==> src/rtl/ahb_pkg.sv <==
// ahb_pkg: shared AHB-Lite encodings for HTRANS, HRESP and HSIZE
package ahb_pkg;

    typedef enum logic [1:0] {
        IDLE   = 2'b00,
        BUSY   = 2'b01,
        NONSEQ = 2'b10,
        SEQ    = 2'b11
    } trans_t;

    typedef enum logic [1:0] {
        OKAY  = 2'b00,
        ERROR = 2'b01
    } resp_t;

    localparam logic [2:0] BYTE = 3'd0;
    localparam logic [2:0] HALF = 3'd1;
    localparam logic [2:0] WORD = 3'd2;

endpackage

==> src/rtl/ahb_cmd_manager.sv <==
// ahb_cmd_manager: pipelined AHB-Lite manager turning a valid/ready command stream into single NONSEQ transfers
module ahb_cmd_manager
    import ahb_pkg::*;
#(
    parameter int AddrWidth = 32,
    parameter int DataWidth = 32
) (
    input  logic                 clk,
    input  logic                 reset,
    input  logic                 cmdValid,
    output logic                 cmdReady,
    input  logic [AddrWidth-1:0] cmdAddr,
    input  logic                 cmdWrite,
    input  logic [2:0]           cmdSize,
    input  logic [DataWidth-1:0] cmdWData,
    output logic                 rspValid,
    output logic [DataWidth-1:0] rspData,
    output logic                 rspErr,
    output logic [AddrWidth-1:0] addr,
    output logic [1:0]           trans,
    output logic                 write,
    output logic [2:0]           size,
    output logic [DataWidth-1:0] wData,
    input  logic [DataWidth-1:0] rData,
    input  logic [1:0]           resp,
    input  logic                 ready
);

    logic                 a_valid;
    logic [AddrWidth-1:0] a_addr;
    logic                 a_write;
    logic [2:0]           a_size;
    logic [DataWidth-1:0] a_wdata;
    logic                 d_valid;
    logic                 d_write;
    logic [DataWidth-1:0] d_wdata;
    logic                 err_seen;
    logic                 advance;
    logic                 accept;
    logic                 done;
    logic                 unused_resp;

    // Only bit 0 of HRESP distinguishes OKAY from ERROR
    assign unused_resp = resp[1];

    // The A-slot drives the address phase; the IDLE slot during an error response cancels it
    assign trans    = (a_valid && !err_seen) ? NONSEQ : IDLE;
    assign addr     = a_addr;
    assign write    = a_write;
    assign size     = a_size;
    assign wData    = d_wdata;
    assign advance  = ready && !err_seen;
    assign cmdReady = !a_valid || advance;
    assign accept   = cmdValid && cmdReady;
    assign done     = d_valid && ready;

    // Pipeline slots, two-cycle error tracking and the registered response pulse
    always_ff @(posedge clk or posedge reset) begin
        if (reset) begin
            a_valid   <= 1'b0;
            a_addr    <= '0;
            a_write   <= 1'b0;
            a_size    <= '0;
            a_wdata   <= '0;
            d_valid   <= 1'b0;
            d_write   <= 1'b0;
            d_wdata   <= '0;
            err_seen  <= 1'b0;
            rspValid  <= 1'b0;
            rspErr    <= 1'b0;
            rspData   <= '0;
        end else begin
            if (accept) begin
                a_valid <= 1'b1;
                a_addr  <= cmdAddr;
                a_write <= cmdWrite;
                a_size  <= cmdSize;
                a_wdata <= cmdWData;
            end else if (advance) begin
                a_valid <= 1'b0;
            end
            if (advance) begin
                d_valid <= a_valid;
                d_write <= a_write;
                d_wdata <= a_wdata;
            end else if (err_seen && ready) begin
                d_valid <= 1'b0;
            end
            err_seen <= err_seen ? !ready : (d_valid && !ready && resp[0]);
            rspValid <= done;
            rspErr   <= done && resp[0];
            rspData  <= (done && !d_write) ? rData : '0;
        end
    end

endmodule

==> config.mk <==
export PLATFORM = sky130hd
export DESIGN_NAME = ahb_cmd_manager
export DESIGN_NICKNAME = d
export VERILOG_FILES = /design/src/rtl/ahb_pkg.sv /design/src/rtl/ahb_cmd_manager.sv
export SDC_FILE = /design/constraint.sdc
export NUM_CORES = 1
export LEC_CHECK = 0
export CORE_MARGIN = 5
export CORE_UTILIZATION = 35
export CTS_BUF_LIST = sky130_fd_sc_hd__clkbuf_4
export DETAILED_ROUTE_END_ITERATION = 12
export GPL_TIMING_DRIVEN = 1
export HOLD_SLACK_MARGIN = 0.15
export PLACE_DENSITY = 0.77
export SLEW_MARGIN = 20
export SYNTH_ARGS = -nofsm -noshare
export SYNTH_HDL_FRONTEND = slang
export SYNTH_SLANG_ARGS = --single-unit
==> constraint.sdc <==
create_clock -name clk -period 5.7 [get_ports clk]
set_input_delay 1.14 -clock clk [delete_from_list [all_inputs] [get_ports clk]]
set_output_delay 1.14 -clock clk [all_outputs]
set_load 0.05 [all_outputs]
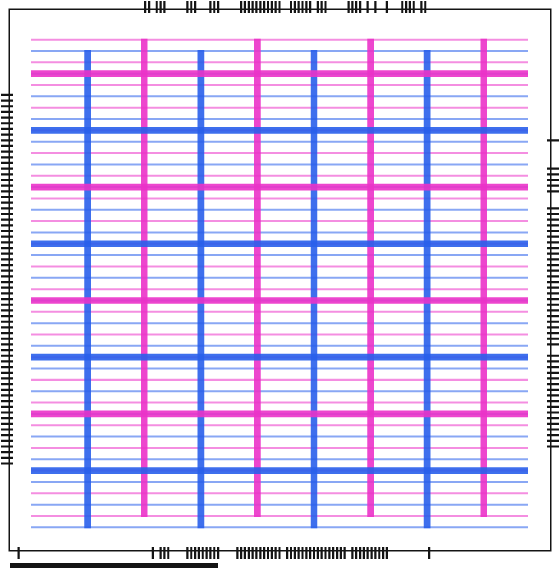
Figure 1: PDN straps and rails.
The bar under the picture is 50 um long. Pins as bars on the die edge.
[magenta] VDD
[blue] VSS
signal pins: 211
met5 straps: 8
met1 rails: 44

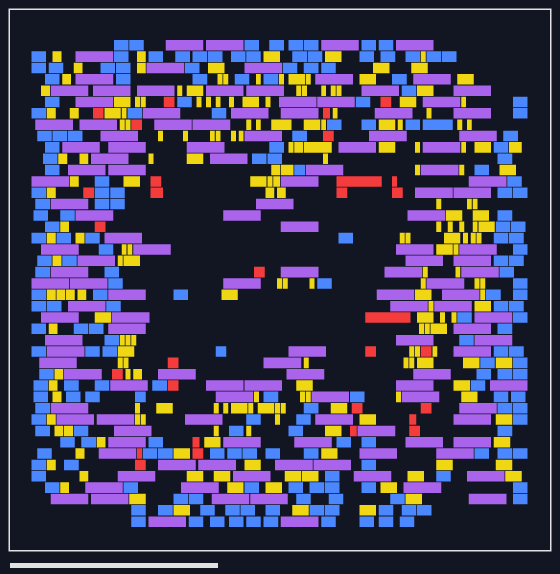
Figure 2: cell classes on the final placement.
The bar under the picture is 50 um long.
[blue] remaining buffers and delay cells | cells: 212
[red] clock drivers and dummy loads | cells: 30
[yellow] remaining logic cells | cells: 213
[purple] registers | cells: 138
final instance area: 7500 sq um
Final Util: 53.8%
Core Region: 13900 sq um
Rows: 43
Seq/total area: 46.0%

==> flow_summary.json <==
{
  "tritoncts": "done",
  "seq_area_sq_um": 3450,
  "arrival_ps": 3020,
  "place_ws_ps": 1520,
  "status": "completed",
  "placed_cell_area_sq_um": 7250,
  "maxPowerGroup": "sequential cells",
  "xor_share_pct": 0,
  "comb_share_pct": 19.2,
  "crit_path_max_fanout": 35,
  "final_max_slew_viol_count": 0,
  "num-fill-cells": 1181,
  "crit_top_cell": "clkdlybuf4s50_1",
  "max_freq_mhz": 240,
  "hold_violations": 0,
  "die_w_um": 130,
  "powerComb_mw": 1.05,
  "p_switching_mw": 1.08,
  "crit_path_start_kind": "input pin",
  "slew_headroom_pct": 30.0,
  "num-clock-buffers": 20,
  "synth-area-yosys_sq_um": 5000,
  "netlist_area_sq_um": 5000,
  "nWellTaps": 180,
  "top_logic_kind": "multiplexers",
  "crit_slowest_cell": "clkdlybuf4s50_1",
  "critical-path-top-delay-family": "buffers and inverters",
  "most_common_cell": "dfrtp_1",
  "cts_root_buf": "clkbuf_4",
  "gr-usage-all-layers_pct": 15.3,
  "routabilityCongestion": 0.724,
  "ys_warn_count": 0,
  "grt_max_degree": 88,
  "p_per_area_nw_per_um2": 385,
  "mostFrequentLayoutCell": "clkdlybuf4s50_1",
  "fin_crit_sh_pct": 73.0,
  "io_buffers": 208,
  "numSynthFlops": 138,
  "yosysTopAreaCellShare_pct": 69.1,
  "cts_max_level": 4,
  "clock_path_buffers": 2,
  "power_mw": 2.89,
  "netSwitchingFraction_pct": 37.4,
  "nNetsFinal": 688,
  "buf_share_pct": 28.3,
  "synthAoiAreaFrac_pct": 0.476,
  "cp_num_buf_inv": 3,
  "cp.depth": 5,
  "cts.sinks": 138,
  "mux_share_pct": 15.5,
  "post_cts_buffers": 0,
  "post_cts_resized": 0,
  "rsz0062_at_grt": "no",
  "finClkSkew_ps": 11.9,
  "logic_gates": 212,
  "first_pass_iters": 4,
  "power_frac_comb_pct": 36.4,
  "warning_count": 27,
  "worst_pin_slew_ps": 1050,
  "r2r_cells": 5,
  "required_ps": 4560,
  "area_growth_pct": 50.1,
  "wl_per_cell_um": 15.9,
  "drv_cap": 0,
  "clock_area_share_pct": 3.39,
  "inv_count": 1,
  "fin_worst_hold_slack_ps": 465,
  "comb_area_sq_um": 1440,
  "worst_slack_ps": 1540,
  "numCtsBuffers": 17,
  "end_kind": "primary output",
  "ys_cells": 370,
  "clkLatencyLatePin_ps": 530,
  "drive_above_1_share_pct": 14.3,
  "r2r_setup_slack_ps": 3120,
  "dp_cells": 743,
  "syn_inst": 370,
  "ff_count": 138,
  "detail_route.vias_per_cell": 4.48,
  "stdcell_count": 773,
  "worstSetupEndpoint": "cmdReady",
  "dominant_cells": "flip-flops and latches",
  "buffers": 212,
  "seq_power_share_pct": 43.0,
  "ys_sh_simple_pct": 12.5
}
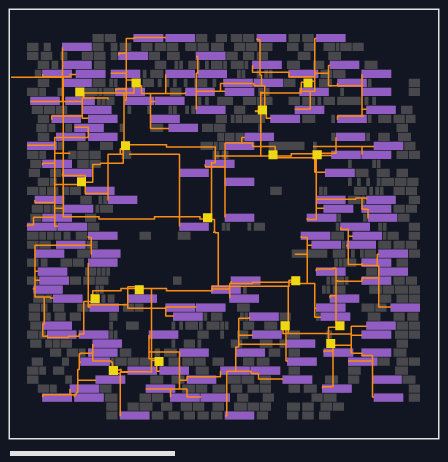
Figure 3: clock distribution.
The bar under the picture is 50 um long.
[orange] clock wires | length: 1710 um
[yellow] clock-net drivers | count: 17
[purple] flip-flops | count: 138
routed clock nets: 18

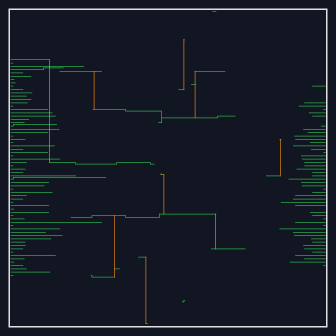
Figure 4: metal layers overlaid.
Only two layers are drawn.
[orange] M4 | wire length: 196 um
[green] M3 | wire length: 1300 um

worst reg2reg max path: cells and delay by family (launching register included):
kind	cells	cell delay [ps]
AND-OR/OR-AND	1	860
buffers and inverters	2	600
flip-flops	1	440
multiplexers	1	380
AND/OR/NAND/NOR	1	190
worst min path at each step:
stage / start / to / slack (ps) / cells past startpoint
after detailed placement: a_wdata[5] / wData[5] / 450 / 2
after CTS: a_wdata[22] / wData[22] / 470 / 2
after global routing: wData[2] / wData[2] / 500 / 2
final: a_wdata[22] / wData[22] / 470 / 2
after global placement: a_wdata[24] / wData[24] / 440 / 2
after floorplan: a_wdata[18] / wData[18] / 430 / 2
layer usage:
layer  up-vias  GRT usage (%)  wire length (um)
met3        20           8.00              1300
met5         -              0                 0
li1       1616              -                 -
met2       141           25.0              6000
met1      1689           17.4              4770
met4         0           5.26               196
